Figure 1. Metal 3 (run 1).
Scale: 2 px per um.
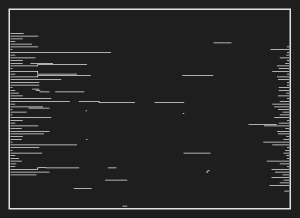
Figure 2. M2 wires (run 1).
Scale: 2 px per um.
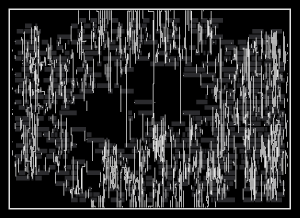
Figure 3. Routing congestion map (run 1).
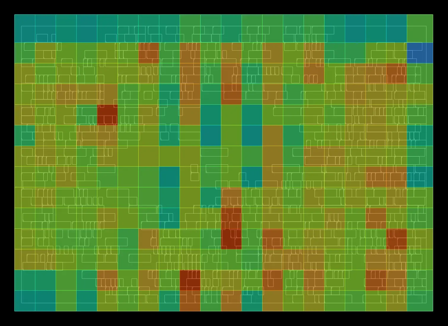
==> config.mk <==
export PLATFORM = sky130hd
export DESIGN_NAME = ehl_ahb_apb_bridge
export DESIGN_NICKNAME = d
export VERILOG_FILES = /design/src/rtl/ehl_ahb_apb_bridge.sv
export SDC_FILE = /design/constraint.sdc
export NUM_CORES = 1
export LEC_CHECK = 0
export ABC_AREA = 1
export CAP_MARGIN = 20
export CORE_ASPECT_RATIO = 0.7
export CORE_MARGIN = 2
export CORE_UTILIZATION = 28
export DETAILED_ROUTE_END_ITERATION = 8
export HOLD_SLACK_MARGIN = 0.12
export SLEW_MARGIN = 20
export SYNTH_ARGS = -nofsm -noshare
export SYNTH_HDL_FRONTEND = slang
export SYNTH_SLANG_ARGS = --single-unit
export TNS_END_PERCENT = 100
==> constraint.sdc <==
create_clock -name hclk -period 1.6 [get_ports hclk]
set_input_delay 0.32 -clock hclk [delete_from_list [all_inputs] [get_ports hclk]]
set_output_delay 0.32 -clock hclk [all_outputs]
set_load 0.01 [all_outputs]
==> reports/results.ini, run 1 <==
[run_status]
run_status = complete, but fails checks
violations = setup timing

[yosys]
syn_area_um2 = 3610
top_cell_area_share_pct = 48.2
yosys-stat-cells = 522
fp_nets = 630
synthTopLogicFamily = simple AND/OR/NAND/NOR gates
synth_cell_types = 20
synthXorXnorAreaFrac_pct = 0
adder_share_pct = 0

[sta]
setup_tns_ps = -7450
hold_slack_ps = 473
setup-violations-final = 33
fin_ws_ps = -266

[route]
drt_iter0_markers = 99
top_layer = met4
first_pass_iters = 4
wl_met1_um = 5540
dr_wl_met2_um = 5630

[layout]
layout_top_cell = nor2_1
fin_nets = 871
layout_top_cells = 138 x nor2_1, 128 x clkdlybuf4s50_1, 83 x dfxtp_1
drive_above_1_share_pct = 29.9

[setup_path]
max_stage_delay_ps = 320
critPathSlowestCell = dfxtp_2
required_ps = 1280
arrival_ps = 1550
r2r_cells = 10

[power_and_ir_drop]
finalPower_w = 0.00609
p_per_area_nw_per_um2 = 857

[place]
preCtsSetupSlack_ps = -299
place.port_buffers = 179
dp_cells = 888

[clock_tree]
holdBufCountCts = 0
clk_latency_ps = 330
ctsHtreeMaxLevel = 3
ctsResizeCount = 320

[die]
initCoreUtil_pct = 28.9
core_area_um2 = 12500

[flow_run]
warning_count = 45

[global_route]
grt_overflow_total = 0

[worst_hold_path]
whs_path_depth = 2

Back to the opening pictures, Figure 1:
nets with wire on the layer: 117
share of all routed wire: 8.3%
final wirelength: 12300 um
total number of vias: 4016
GR Util met3: 7.24%

Back to the opening pictures, Figure 2:
longest straight run: 54.2 um
share of all routed wire: 46%
met2 Use GR: 27.3%

Back to the opening pictures, Figure 3:
utilization after layout: 56.8%
GRT Max-Usage Layer: met2

## run 1: where the power goes
part | internal (W) | switching [W]
combinational | 0.000924 | 0.000747
clock | 0.00128 | 0.000810
sequential | 0.00228 | 0.0000486
## run 1: area by class of cell
cell class | instances | area (um2) | area share (%)
multi-input combinational | 326 | 1970 | 27.7
sequential | 87 | 1750 | 24.6
timing repair buffer | 261 | 2590 | 36.4
tap | 162 | 203 | 2.85
clock inverter | 3 | 42.5 | 0.598
clock buffer | 12 | 256 | 3.61
inverter | 78 | 303 | 4.26
## run 1: cells by family after synthesis
family | count (synthesis)
buf+inv | 109
compound gates | 54
simple gates | 271
flops | 87
other cells | 1
## run 1: worst max-delay path: cells and delay by family, from the launching register on
kind	cells	cell delay, ps
and+or+nand+nor	2	210
AOI/OAI and AO/OA	1	130
buffers and inverters	4	540
DFF	1	320
==> inputs of run 2 (changes only) <==
Settings changed: SETUP_SLACK_MARGIN from default to 0.4.
==> run 2 against run 1 <==
Against the previous run: critical path type unchanged; first-iteration DRC count down 17%; critical endpoint is now pwdata[15]; hold slack worse by 5.7 ps; sequential cell count unchanged; the flow still finishes with violations (setup timing); die area unchanged; clock power about the same; synthesized cell count unchanged; non-clock buffer count up 38; total power up 6.7%; design area up 13%; setup slack worse by 34 ps; area after synthesis unchanged; global-route usage up 2.2 points.
==> reports/results.ini, run 2 <==
[run_status]
run_status = complete, but fails checks
violations = setup timing

[clock_tree]
ctsResizeCount = 597
holdBufCountCts = 0
clk_latency_ps = 340
ctsHtreeMaxLevel = 3

[yosys]
syn_area_um2 = 3610
fp_nets = 630
synthTopCellsByCount = 141 x nor2_1, 90 x nand2_1, 87 x dfxtp_1
synthXorXnorAreaFrac_pct = 0
synthTopLogicFamily = simple AND/OR/NAND/NOR gates
synth_cell_types = 20
adder_share_pct = 0

[setup_path]
required_ps = 1280
cp_num_cells = 8
critPathSlowestCell = dfxtp_2
max_stage_delay_ps = 330
crit_buf_inv = 5
crit_family = buffers and inverters
arrival_ps = 1580
r2r_cells = 12

[route]
wl_met1_um = 5760
top_layer = met4
wl_per_cell_um = 15.2
first_pass_iters = 4
dr_wl_met2_um = 7670
drt_iter0_markers = 82

[layout]
largest_cell_class = buffers
fin_nets = 910
seq_share_pct = 22.1
num-nonclk-inverters = 78
clkbuf_count = 11
clock_area_share_pct = 3.62
drive_above_1_share_pct = 54.0
layout_top_cells = 90 x clkdlybuf4s50_1, 80 x buf_6, 64 x nor2_1
comb_area_um2 = 2430
buffers = 299
ff_count = 87
buffer_area_share_pct = 37.6

[die]
initCoreUtil_pct = 28.9
n_tap_cell = 162
core_area_um2 = 12500

[sta]
setup-violations-final = 36
fin_ws_ps = -299

[global_route]
grt_overflow_total = 0
grt-busiest-layer = met2
use_met3_pct = 7.73

[flow_run]
warning_count = 46

[power_and_ir_drop]
comb-power_w = 0.00207
seq_cell_power_w = 0.00235
p_per_area_nw_per_um2 = 808
combPwrFrac_pct = 31.9
seq_power_share_pct = 36.2
pg_clk_w = 0.00207
p_sw_w = 0.00184
p_sw_share_pct = 28.3
p_int_w = 0.00466
pwr-share-clk_pct = 31.9

[place]
dp_cells = 887
place.port_buffers = 179

[worst_hold_path]
whs_path_depth = 2

run 2: cell types whose count changed in the layout (fill, tap and decap cells not counted), sizes merged:
cell           before  now
clkinvlp            1    2
nand2              90   91
clkdlybuf4s50     128   90
clkinv              2    3
dlygate4sd2         2    0
dlymetal6s2s        9    0
clkbuf             14   13
buf               120  207
run 2: stage by stage:
| step | setup WS [ps] | utilization (%) | hold WS [ps] | power (W) | instance area, um2 |
|---|---|---|---|---|---|
| floorplan | 305 | - | 455 | 0.00290 | 3720 |
| global placement | -249 | 48.1 | 450 | 0.00367 | 6020 |
| detailed placement | -241 | 48.1 | 457 | 0.00370 | 6020 |
| CTS | -321 | 57.9 | 472 | 0.00619 | 7250 |
| global route | -357 | 64.3 | 491 | 0.00679 | 8040 |
| finish | -299 | 64.3 | 467 | 0.00650 | 8040 |
Figure 4. M2 wires (run 2).
Scale: 2 px per um.
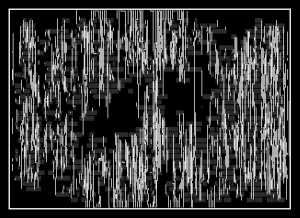
main direction: vertical
wire length on this layer: 7670 um
share of all routed wire: 52%
final wirelength: 14700 um
total number of vias: 4320
met2 Use GR: 34.1%

Figure 5. Gate families picked out (run 2).
Scale: 3 px per um.
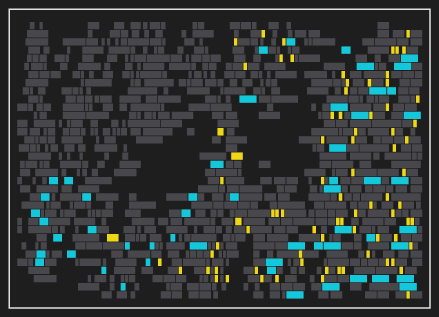
[aoi and oai cells] cyan | cells: 54 | where: spread over the die
[inv cells] yellow | cells: 78
most common cell after layout, fill and taps aside: clkdlybuf4s50_1
logic share of the area: 30.2%
post-route insts no fill: 969

Power and IR drop assume default switching activity.
